<file path="src/rtl/coin_pkg.sv">
// Types and helpers shared between the coin acceptor and the change box.
// A coin's encoding equals its value in nickels, so value decoding is a zero-extend.
package coin_pkg;

    typedef enum logic [2:0] {
        NONE    = 3'd0,
        NICKEL  = 3'd1,
        DIME    = 3'd2,
        QUARTER = 3'd5
    } coin_e;

    typedef enum logic [1:0] {
        IDLE    = 2'd0,
        COLLECT = 2'd1,
        REQ     = 2'd2
    } acc_state_e;

    localparam int MAX_NICKELS = 15;

    // Bit positions of the tubes in the one-hot selects.
    localparam int TUBE_N = 0;
    localparam int TUBE_D = 1;
    localparam int TUBE_Q = 2;

    function automatic logic [2:0] tube_sel(input logic [2:0] c);
        case (c)
            NICKEL:  tube_sel = 3'b001;
            DIME:    tube_sel = 3'b010;
            QUARTER: tube_sel = 3'b100;
            default: tube_sel = 3'b000;
        endcase
    endfunction

    function automatic logic is_coin(input logic [2:0] c);
        is_coin = |tube_sel(c);
    endfunction

    function automatic logic [4:0] coin_nickels(input logic [2:0] c);
        coin_nickels = is_coin(c) ? {2'b00, c} : 5'd0;
    endfunction

endpackage

</file>
<file path="src/rtl/coin_tube.sv">
// Two-bit coin tube counter. Simultaneous increment and decrement cancel out;
// the counter refuses to wrap in either direction.
module coin_tube #(
    parameter logic [1:0] INIT = 2'd0
) (
    input  logic       clk,
    input  logic       rst_n,
    input  logic       inc_i,
    input  logic       dec_i,
    output logic [1:0] count_o,
    output logic       empty_o,
    output logic       full_o
);

    logic [1:0] count_q;
    logic [1:0] count_d;

    assign empty_o = (count_q == 2'd0);
    assign full_o  = (count_q == 2'd3);
    assign count_o = count_q;

    always_comb begin
        count_d = count_q;
        case ({inc_i, dec_i})
            2'b10:   if (!full_o)  count_d = count_q + 2'd1;
            2'b01:   if (!empty_o) count_d = count_q - 2'd1;
            default: count_d = count_q;
        endcase
    end

    always_ff @(posedge clk or negedge rst_n) begin
        if (!rst_n) begin
            count_q <= INIT;
        end else begin
            count_q <= count_d;
        end
    end

endmodule

</file>
<file path="src/rtl/coin_acceptor.sv">
// Payment front end: collects coins against a latched cost, keeps the Q/D/N tube
// inventory current with dispense decrements, and offers {cost, paid} to the change box.
module coin_acceptor
    import coin_pkg::*;
#(
    parameter int         Q_INIT  = 2,
    parameter int         D_INIT  = 2,
    parameter int         N_INIT  = 2,
    parameter logic [7:0] TIMEOUT = 8'd255
) (
    input  logic       clk,
    input  logic       rst_n,
    input  logic       start,
    input  logic [3:0] cost_in,
    input  logic       coin_valid,
    input  logic [2:0] coin_val,
    input  logic       cancel,
    input  logic       disp_valid,
    input  logic [2:0] disp_coin,
    input  logic       txn_ready,
    output logic       txn_valid,
    output logic [3:0] cost_o,
    output logic [3:0] paid_o,
    output logic [1:0] quarters,
    output logic [1:0] dimes,
    output logic [1:0] nickels,
    output logic       coin_accept,
    output logic       coin_reject,
    output logic       disp_err,
    output logic       busy
);

    acc_state_e state_q;
    logic [3:0] cost_q;
    logic [3:0] paid_q;
    logic [7:0] timer_q;
    logic       coin_accept_q;
    logic       coin_reject_q;
    logic       disp_err_q;

    logic [2:0] coin_sel;
    logic [2:0] disp_sel;
    logic [2:0] tube_full;
    logic [2:0] tube_empty;
    logic [2:0] tube_inc;
    logic [2:0] tube_dec;
    logic [1:0] tube_cnt [3];
    logic [4:0] paid_sum;
    logic [3:0] paid_d;
    logic       accept;
    logic       disp_ok;
    logic       timeout_hit;

    assign coin_sel = tube_sel(coin_val);
    assign disp_sel = tube_sel(disp_coin);
    assign paid_sum = {1'b0, paid_q} + coin_nickels(coin_val);
    assign paid_d   = paid_sum[3:0];

    assign accept = coin_valid && (state_q == COLLECT) && !cancel && (|coin_sel)
                 && (paid_sum <= 5'(MAX_NICKELS)) && !(|(coin_sel & tube_full));

    assign disp_ok = disp_valid && (|disp_sel) && !(|(disp_sel & tube_empty));

    // An accepted coin in the last allowed cycle rescues the transaction.
    assign timeout_hit = (TIMEOUT != 8'd0) && !accept && ((timer_q + 8'd1) == TIMEOUT);

    assign tube_inc = accept  ? coin_sel : 3'b000;
    assign tube_dec = disp_ok ? disp_sel : 3'b000;

    generate
        for (genvar gi = 0; gi < 3; gi++) begin : g_tube
            localparam logic [1:0] INIT_G = (gi == TUBE_Q) ? 2'(Q_INIT) :
                                            (gi == TUBE_D) ? 2'(D_INIT) : 2'(N_INIT);
            coin_tube #(.INIT(INIT_G)) u_tube (
                .clk     (clk),
                .rst_n   (rst_n),
                .inc_i   (tube_inc[gi]),
                .dec_i   (tube_dec[gi]),
                .count_o (tube_cnt[gi]),
                .empty_o (tube_empty[gi]),
                .full_o  (tube_full[gi])
            );
        end
    endgenerate

    always_ff @(posedge clk or negedge rst_n) begin
        if (!rst_n) begin
            state_q       <= IDLE;
            cost_q        <= 4'd0;
            paid_q        <= 4'd0;
            timer_q       <= 8'd0;
            coin_accept_q <= 1'b0;
            coin_reject_q <= 1'b0;
            disp_err_q    <= 1'b0;
        end else begin
            coin_accept_q <= accept;
            coin_reject_q <= coin_valid && !accept;
            disp_err_q    <= disp_valid && !disp_ok;
            case (state_q)
                IDLE: begin
                    if (start) begin
                        cost_q  <= cost_in;
                        timer_q <= 8'd0;
                        state_q <= (cost_in == 4'd0) ? REQ : COLLECT;
                    end
                end
                COLLECT: begin
                    if (accept) begin
                        paid_q  <= paid_d;
                        timer_q <= 8'd0;
                    end else begin
                        timer_q <= timer_q + 8'd1;
                    end
                    // Abort wins: a zero cost tells the change box to refund everything.
                    if (cancel || timeout_hit) begin
                        cost_q  <= 4'd0;
                        state_q <= REQ;
                    end else if (paid_q >= cost_q) begin
                        state_q <= REQ;
                    end
                end
                REQ: begin
                    if (txn_ready) begin
                        paid_q  <= 4'd0;
                        cost_q  <= 4'd0;
                        state_q <= IDLE;
                    end
                end
                default: state_q <= IDLE;
            endcase
        end
    end

    assign txn_valid   = (state_q == REQ);
    assign busy        = (state_q != IDLE);
    assign cost_o      = cost_q;
    assign paid_o      = paid_q;
    assign quarters    = tube_cnt[TUBE_Q];
    assign dimes       = tube_cnt[TUBE_D];
    assign nickels     = tube_cnt[TUBE_N];
    assign coin_accept = coin_accept_q;
    assign coin_reject = coin_reject_q;
    assign disp_err    = disp_err_q;

endmodule

</file>
<file path="config.mk">
export PLATFORM = sky130hd
export DESIGN_NAME = coin_acceptor
export DESIGN_NICKNAME = d
export VERILOG_FILES = /design/src/rtl/coin_pkg.sv /design/src/rtl/coin_tube.sv /design/src/rtl/coin_acceptor.sv
export SDC_FILE = /design/constraint.sdc
export NUM_CORES = 1
export LEC_CHECK = 0
export ABC_AREA = 0
export CAP_MARGIN = 20
export CORE_MARGIN = 1.5
export CORE_UTILIZATION = 53
export DETAILED_ROUTE_END_ITERATION = 10
export PLACE_DENSITY = 0.8
export SLEW_MARGIN = 30
export SYNTH_ARGS = -nofsm -noshare
export SYNTH_HDL_FRONTEND = slang
export SYNTH_SLANG_ARGS = --single-unit
</file>
<file path="constraint.sdc">
create_clock -name clk -period 3.4 [get_ports clk]
set_input_delay 0.51 -clock clk [delete_from_list [all_inputs] [get_ports clk]]
set_output_delay 0.51 -clock clk [all_outputs]
set_load 0.03 [all_outputs]
</file>
final_clocks.png
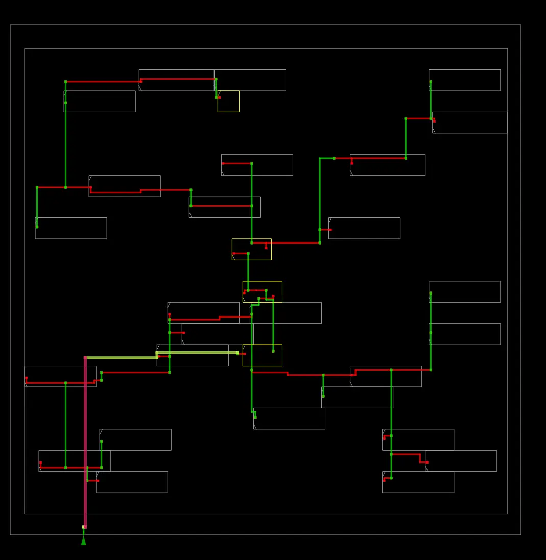
CLK BUF: 3
flop count: 27
Clk. pwr: 0.192 mW
Sink Count: 27
Num CTS Buffers: 3

metal_stack.png
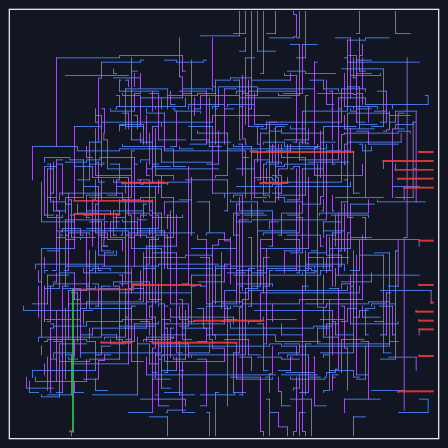
Blue stands for met1, wire length 2230 um. Green stands for met4, wire length 21.8 um. Purple stands for met2, wire length 2450 um. Red stands for met3, wire length 138 um.
WL final: 4840 um
WL per Instance: 14.3 um

==> results_slide.txt <==
Implementation Results

Outcome
  – Status: completed

Timing
  – RSZ-0062 raised after global routing: no
  – Slew headroom: 0.638
  – Worst-Margin Slew: 0.541 ns
  – Tmin final: roughly 3.3 ns
  – Fin. Hold Viols: 0
  – Hold WS: 0.560 ns
  – Final WS setup: 0.119 ns
  – Fmax achieved: approximately 300 MHz
  – Setup Skew: 0.00742 ns
  – Final worst path period share: 0.965

Hold path
  – Worst hold path type: flip-flop to flip-flop
  – Hold Path Depth: 2
  – Hold path startpoint: g_tube[0].u_tube.count_o[1]$_DFFE_PN1P_
  – Hold endpoint: g_tube[0].u_tube.count_o[1]$_DFFE_PN1P_

Power and ir drop
  – Peak VDD IR: 0.362 mV
  – Sw Ratio: 0.441
  – Cell internal pwr: 0.764 mW
  – Combinational share of power: 0.519
  – Total power: 1.37 mW
  – Clock Power Share: 0.140
  – Net switching power: 0.603 mW
  – Flop pwr share: 0.341
  – P_leak: 1.15 nW

Global route
  – Initial antenna violation count: 0
  – Global Route met3 Usage: 0.0154
  – Met2 Use GR: 0.436
  – First-pass GRT wire length: 8210 um
  – Pin count of the biggest net entering global routing: 28

Clock network
  – Clock Path Buffers: 2
  – Clock-pin slew on the worst setup and hold paths: roughly 0.10 ns
  – H-tree depth: 1
  – Clk root buf: clkbuf_8
  – CTS tree: built

Finish
  – Fin nets: ~330
  – Non-Filler Instances: 339
  – Clock buf/inv share: 0.0187
  – Sequential share of cell area: 0.261
  – Ant. Diodes: 0
  – Flop area: around 680 um^2
  – Layout cells sized above 1: 0.110
  – Area of the multi-input gates: 1280 um^2

Drt
  – Final ANT Viol Nets: 0
  – Via count: 1930
  – Top routing layer used: met4
  – Met3 WL post-DR: between 100 and 150 um
  – DRC Markers: 0
  – Wire length on met2: between 2000 and 2500 um
  – WL met1: 2230 um
  – Initial drt markers: 137

Synthesis
  – Commonest cells post-synth: 24 x dfrtp_1, 24 x nand2_1, 23 x o21ai_0, 20 x inv_1, 19 x ha_1
  – Adder Area Share: 0.124
  – Top_reg_cell synth: dfrtp_1
  – Cells after Synth: approximately 250
  – Xor+xnor area frac: 0.00842
  – Post-synth area hogs: dfrtp_1 29%, ha_1 11%, o21ai_0 5.5%
  – Yosys Chip Area: 2080 um^2
  – EDFF count, synth: 0
  – Synth area leader: dfrtp_1
  – Post-Synthesis Cell Area: around 2100 um^2
  – Register area share after synthesis: 0.327
  – # Cells Yosys: 247

Floorplan
  – Die Area: 4310 um^2
  – Die height: 65.7 um
  – Core region area: 3720 um^2
  – Die width: 65.7 um
  – Site row count: 22
  – IO Pins: 36
  – Tapcells: 48

Placed design
  – IO Port Bufs: 35
  – Post-DP HPWL: 3740 um
  – Placement Cell Area: 2550 um^2

Critical path
  – Worst reg2reg setup slack: just over 0.6 ns
  – CP endpoint kind: flip-flop
  – Crit path launch: coin_val[1]
  – Worst path depth: 14
  – Reg2reg path depth: 12
  – Critical Path Sink: g_tube[0].u_tube.count_o[1]$_DFFE_PN1P_
  – WP buf/inv: 3
  – Worst reg2reg path startpoint: paid_o[0]$_DFFE_PN0P_
  – Crit Path Max Fanout: 6
  – Reg2reg end: g_tube[0].u_tube.count_o[1]$_DFFE_PN1P_
  – Family with the most delay on the worst path: simple AND/OR/NAND/NOR gates

Flow run
  – Number of max-cap violations: 0
state kept, by name, summed over array words and instances (netlist names):
register,flops
g_tube.u_tube.count_o,6
disp_err,1
paid_o,4
coin_reject,1
timer_q,8
state_q,2
coin_accept,1
cost_o,4
repair_timing:
| action | CTS | global route |
|---|---|---|
| buffers inserted | 0 | 0 |
| hold endpoints to repair | 0 | 0 |
| resized | 0 | 1 |
| hold buffers | 0 | 0 |
| endpoints found under the setup margin | 0 | 4 |
power groups by stage:
stage	Combinational [mW]	Clock [mW]	Sequential [mW]
detailed placement	0.702	0	0.472
global placement	0.684	0	0.470
finish	0.709	0.192	0.467
floorplan	0.373	0	0.533
global route	0.773	0.208	0.479
CTS	0.706	0.195	0.466
Power and IR drop assume default switching activity.
